closeup.png
Region (26, 47) to (76, 97) um. Cells in gray, sequential cells in the stronger gray; small squares are vias.
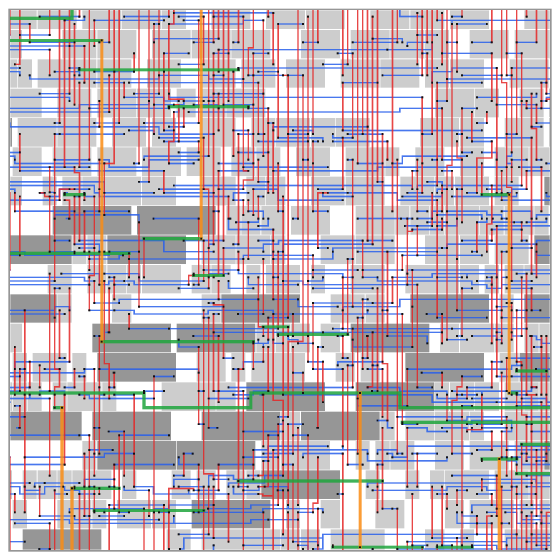
route_heat.png
Scale: 4 px per um. The die is cut into 20 by 20 equal tiles; dark purple is low, yellow is high, scaled to the fullest tile. Values are wire area over tile area, all layers added.
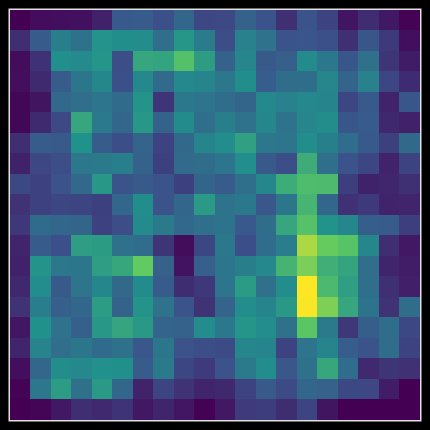
floorplan.png
Scale: 4 px per um. Pins as bars on the die edge.
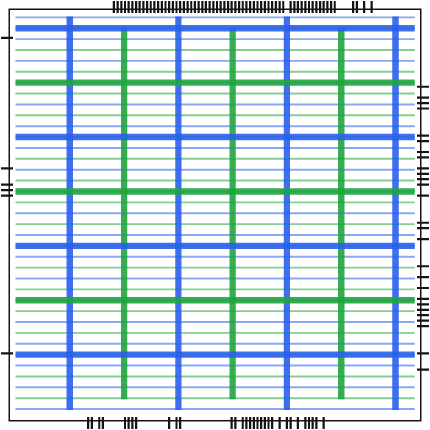
==> config.mk <==
export PLATFORM = sky130hd
export DESIGN_NAME = lbist_misr_cmp_flat
export DESIGN_NICKNAME = d
export VERILOG_FILES = /design/src/rtl/lbist_pkg.sv /design/src/rtl/lbist_misr_cmp_if.sv /design/src/rtl/lbist_misr.sv /design/src/rtl/lbist_misr_cmp.sv /design/src/flat_wrapper.sv
export SDC_FILE = /design/constraint.sdc
export NUM_CORES = 1
export LEC_CHECK = 0
export CORE_UTILIZATION = 50
export DETAILED_ROUTE_END_ITERATION = 8
export PLACE_DENSITY_LB_ADDON = 0.25
export SLEW_MARGIN = 10
export SYNTH_ARGS = -nofsm -noshare
export SYNTH_HDL_FRONTEND = slang
export SYNTH_SLANG_ARGS = --single-unit
==> constraint.sdc <==
create_clock -name mclk -period 3.65 [get_ports mclk]
set_clock_uncertainty 0.05 [all_clocks]
set_input_delay 0.365 -clock mclk [delete_from_list [all_inputs] [get_ports mclk]]
set_output_delay 0.365 -clock mclk [all_outputs]
set_load 0.01 [all_outputs]
==> src/rtl/lbist_pkg.sv <==
// Shared types and constants for the LBIST response compactor.
package lbist_pkg;

  localparam int          LBIST_SIGW      = 32;
  localparam logic [31:0] LBIST_MISR_POLY = 32'h04C1_1DB7;
  localparam logic [31:0] LBIST_MISR_SEED = 32'hFFFF_FFFF;

  typedef enum logic [1:0] {
    IDLE    = 2'd0,
    COMPACT = 2'd1,
    DONE    = 2'd2
  } lbist_misr_st_e;

endpackage

==> src/rtl/lbist_misr_cmp_if.sv <==
// Run-control, scan-data and status bundle between the LBIST controller and the compactor.
interface lbist_misr_cmp_if #(
  parameter int SCW = 8
);
  logic            lbist_start;
  logic [15:0]     cfg_lbist_pat;
  logic [15:0]     cfg_chain_depth;
  logic [31:0]     cfg_golden_sig;
  logic            shift_vld;
  logic [SCW-1:0]  scan_out;
  logic            lbist_busy;
  logic            lbist_done;
  logic            lbist_pass;
  logic [31:0]     lbist_sig;
  logic [15:0]     pat_cnt;

  modport master (
    output lbist_start, cfg_lbist_pat, cfg_chain_depth, cfg_golden_sig, shift_vld, scan_out,
    input  lbist_busy, lbist_done, lbist_pass, lbist_sig, pat_cnt
  );

  modport slave (
    input  lbist_start, cfg_lbist_pat, cfg_chain_depth, cfg_golden_sig, shift_vld, scan_out,
    output lbist_busy, lbist_done, lbist_pass, lbist_sig, pat_cnt
  );
endinterface

==> src/rtl/lbist_misr.sv <==
// 32-bit multiple-input signature register with seed load and enable.
module lbist_misr
  import lbist_pkg::*;
#(
  parameter int                    SCW  = 8,
  parameter logic [LBIST_SIGW-1:0] POLY = LBIST_MISR_POLY,
  parameter logic [LBIST_SIGW-1:0] SEED = LBIST_MISR_SEED
) (
  input  logic                  mclk,
  input  logic                  rst_n,
  input  logic                  clr,
  input  logic                  load,
  input  logic                  en,
  input  logic [SCW-1:0]        din,
  output logic [LBIST_SIGW-1:0] sig,
  output logic [LBIST_SIGW-1:0] sig_nxt
);

  // Value the register takes if enabled this cycle; exported so the compare
  // can see the final signature on the same edge it is captured.
  always_comb begin
    sig_nxt = {sig[LBIST_SIGW-2:0], 1'b0}
            ^ (sig[LBIST_SIGW-1] ? POLY : '0)
            ^ LBIST_SIGW'(din);
  end

  // NOTE: sequential state uses non-blocking assignments so every flop samples
  // pre-edge values regardless of process evaluation order.
  always_ff @(posedge mclk) begin
    if (!rst_n || clr) begin
      sig <= '0;
    end else if (load) begin
      sig <= SEED;
    end else if (en) begin
      sig <= sig_nxt;
    end
  end

endmodule

==> src/rtl/lbist_misr_cmp.sv <==
// LBIST response compactor: run FSM, shift/pattern counters and golden compare around the MISR.
module lbist_misr_cmp
  import lbist_pkg::*;
#(
  parameter int                    SCW  = 8,
  parameter int                    SIGW = LBIST_SIGW,
  parameter logic [LBIST_SIGW-1:0] POLY = LBIST_MISR_POLY,
  parameter logic [LBIST_SIGW-1:0] SEED = LBIST_MISR_SEED
) (
  input  logic                 mclk,
  input  logic                 rst_n,
  input  logic                 srst,
  lbist_misr_cmp_if.slave      bus
);

  lbist_misr_st_e  state, state_nxt;
  logic [15:0]     shift_cnt, shift_nxt;
  logic [15:0]     pat_q, pat_nxt;
  logic            busy_q, busy_nxt;
  logic            done_q, done_nxt;
  logic            pass_q, pass_nxt;
  logic            misr_load, misr_en;
  logic [15:0]     shift_last;
  logic [SIGW-1:0] sig, sig_nxt;

  lbist_misr #(
    .SCW  (SCW),
    .POLY (POLY),
    .SEED (SEED)
  ) u_misr (
    .mclk    (mclk),
    .rst_n   (rst_n),
    .clr     (srst),
    .load    (misr_load),
    .en      (misr_en),
    .din     (bus.scan_out),
    .sig     (sig),
    .sig_nxt (sig_nxt)
  );

  // A chain depth of 0 behaves like a single shift per pattern.
  assign shift_last = (bus.cfg_chain_depth == 16'd0) ? 16'd0 : bus.cfg_chain_depth - 16'd1;

  // NOTE: every signal written here gets a default first, so no path can
  // leave a value unassigned and infer a latch.
  always_comb begin
    state_nxt = state;
    shift_nxt = shift_cnt;
    pat_nxt   = pat_q;
    done_nxt  = done_q;
    pass_nxt  = pass_q;
    misr_load = 1'b0;
    misr_en   = 1'b0;

    unique case (state)
      IDLE, DONE: begin
        if (bus.lbist_start) begin
          misr_load = 1'b1;
          shift_nxt = '0;
          pat_nxt   = '0;
          done_nxt  = 1'b0;
          pass_nxt  = 1'b0;
          if (bus.cfg_lbist_pat == 16'd0) begin
            state_nxt = DONE;
            done_nxt  = 1'b1;
            pass_nxt  = (SEED == bus.cfg_golden_sig);
          end else begin
            state_nxt = COMPACT;
          end
        end
      end

      COMPACT: begin
        if (bus.shift_vld) begin
          misr_en = 1'b1;
          if (shift_cnt == shift_last) begin
            shift_nxt = '0;
            pat_nxt   = pat_q + 16'd1;
            // Compare against the signature being written on this edge.
            if (pat_nxt == bus.cfg_lbist_pat) begin
              state_nxt = DONE;
              done_nxt  = 1'b1;
              pass_nxt  = (sig_nxt == bus.cfg_golden_sig);
            end
          end else begin
            shift_nxt = shift_cnt + 16'd1;
          end
        end
      end

      default: state_nxt = IDLE;
    endcase

    busy_nxt = (state_nxt == COMPACT);
  end

  always_ff @(posedge mclk) begin
    if (!rst_n || srst) begin
      state     <= IDLE;
      shift_cnt <= '0;
      pat_q     <= '0;
      busy_q    <= 1'b0;
      done_q    <= 1'b0;
      pass_q    <= 1'b0;
    end else begin
      state     <= state_nxt;
      shift_cnt <= shift_nxt;
      pat_q     <= pat_nxt;
      busy_q    <= busy_nxt;
      done_q    <= done_nxt;
      pass_q    <= pass_nxt;
    end
  end

  assign bus.lbist_busy = busy_q;
  assign bus.lbist_done = done_q;
  assign bus.lbist_pass = pass_q;
  assign bus.lbist_sig  = sig;
  assign bus.pat_cnt    = pat_q;

endmodule

==> src/flat_wrapper.sv <==
// flat-port wrapper written by rule: the top's interface ports become plain ports
module lbist_misr_cmp_flat import lbist_pkg::*;
#(
  parameter int                    SCW  = 8,
  parameter int                    SIGW = LBIST_SIGW,
  parameter logic [LBIST_SIGW-1:0] POLY = LBIST_MISR_POLY,
  parameter logic [LBIST_SIGW-1:0] SEED = LBIST_MISR_SEED
)
  (mclk, rst_n, srst, bus_lbist_start, bus_cfg_lbist_pat, bus_cfg_chain_depth, bus_cfg_golden_sig, bus_shift_vld, bus_scan_out, bus_lbist_busy, bus_lbist_done, bus_lbist_pass, bus_lbist_sig, bus_pat_cnt);
  lbist_misr_cmp_if #(.SCW(SCW)) bus_i ();
  input  logic mclk;
  input  logic rst_n;
  input  logic srst;
  input wire logic [$bits(bus_i.lbist_start)-1:0] bus_lbist_start;
  input wire logic [$bits(bus_i.cfg_lbist_pat)-1:0] bus_cfg_lbist_pat;
  input wire logic [$bits(bus_i.cfg_chain_depth)-1:0] bus_cfg_chain_depth;
  input wire logic [$bits(bus_i.cfg_golden_sig)-1:0] bus_cfg_golden_sig;
  input wire logic [$bits(bus_i.shift_vld)-1:0] bus_shift_vld;
  input wire logic [$bits(bus_i.scan_out)-1:0] bus_scan_out;
  output wire logic [$bits(bus_i.lbist_busy)-1:0] bus_lbist_busy;
  output wire logic [$bits(bus_i.lbist_done)-1:0] bus_lbist_done;
  output wire logic [$bits(bus_i.lbist_pass)-1:0] bus_lbist_pass;
  output wire logic [$bits(bus_i.lbist_sig)-1:0] bus_lbist_sig;
  output wire logic [$bits(bus_i.pat_cnt)-1:0] bus_pat_cnt;
  assign bus_i.lbist_start = bus_lbist_start;
  assign bus_i.cfg_lbist_pat = bus_cfg_lbist_pat;
  assign bus_i.cfg_chain_depth = bus_cfg_chain_depth;
  assign bus_i.cfg_golden_sig = bus_cfg_golden_sig;
  assign bus_i.shift_vld = bus_shift_vld;
  assign bus_i.scan_out = bus_scan_out;
  assign bus_lbist_busy = bus_i.lbist_busy;
  assign bus_lbist_done = bus_i.lbist_done;
  assign bus_lbist_pass = bus_i.lbist_pass;
  assign bus_lbist_sig = bus_i.lbist_sig;
  assign bus_pat_cnt = bus_i.pat_cnt;
  lbist_misr_cmp #(.SCW(SCW), .SIGW(SIGW), .POLY(POLY), .SEED(SEED)) u_core (.mclk(mclk), .rst_n(rst_n), .srst(srst), .bus(bus_i));
endmodule
==> results.cfg <==
; synthesis and place-and-route metrics
[outcome]
outcome = complete, no violations

[power_and_ir_drop]
top_power_group = sequential cells
pg_clk_uw = 652
comb-power_uw = 417

[floorplan]
io_pins = 128

[route]
wl_per_cell_um = 16.9
drt-met1-wl_um = 6740
drt_wl_total_um = 15400

[logic_synthesis]
yosysChipArea_sq_mm = 0.00505
simple_gate_area_share_pct = 31.1
area_leaders = dfxtp_1 (27%), xnor2_1 (12%), nor3_1 (5.7%), xor2_1 (5.6%), nor2_1 (4.7%)
synthCells = 644
mux_area_share_pct = 1.46

[worst_setup_path]
critPathLaunchType = input pin
slowest_stage = clkdlybuf4s50_1
path_max_fanout = 10

[finish]
nNetsFinal = 853
utilization_pct = 69.4
layout_top_cells = clkdlybuf4s50_1 (127), xnor2_1 (71), dfxtp_1 (69)

[final_timing]
hold_ws_ns = 0.403
worstMarginPinSlew_ns = 1.04
slew_headroom_pct = 30.8

[clock_network]
postCtsSetupBuffers = 0
ctsHtreeMaxLevel = 3
cts_tree = yes
clkSinkCount = 69

[job]
cap_violations = 0
openroad.warnings = 26

[placement]
post-place-ws_ns = -0.129
dpl.hpwl_um = 12100

[hold_path]
hold_start = u_core.bus.lbist_pass
## Picture notes: closeup.png
color	layer
blue	M1
red	M2
green	M3
orange	M4
sequential cells in the window	23
cells with their middle in the window	233
netlist names of flops here include	u_core.u_misr.sig (13), u_core.shift_cnt (9)
most frequent	clkdlybuf4s50_1 (40), nor2_1 (24), dfxtp_1 (23)

## Picture notes: route_heat.png
tiles over half the peak	13%
fullest tile	0.72
mean over tiles	0.23
nearly empty tiles	3.3%

## Picture notes: floorplan.png
color	net
green	VDD
blue	VSS
signal pins	128
met1 rails	37
met5 straps	7
met4 straps	7

[final timing paths]
path         depth (start not counted)  slack [ns]                    end
max                                 11        0.22  u_core.bus.pat_cnt[6]
min                                  2        0.40  u_core.bus.lbist_pass
max reg2reg                          8        0.47  u_core.bus.lbist_pass
min reg2reg                          2        0.40  u_core.bus.lbist_pass
[area by class of cell]
class / count / area (sq um) / area share (%)
clock buffers: 11 / 151 / 2.23
clock inverters: 5 / 58.8 / 0.867
repair buffers: 160 / 1530 / 22.6
multi-input cells: 518 / 3440 / 50.7
well taps: 133 / 166 / 2.45
inverters: 15 / 56.3 / 0.830
flip-flops and latches: 69 / 1380 / 20.4
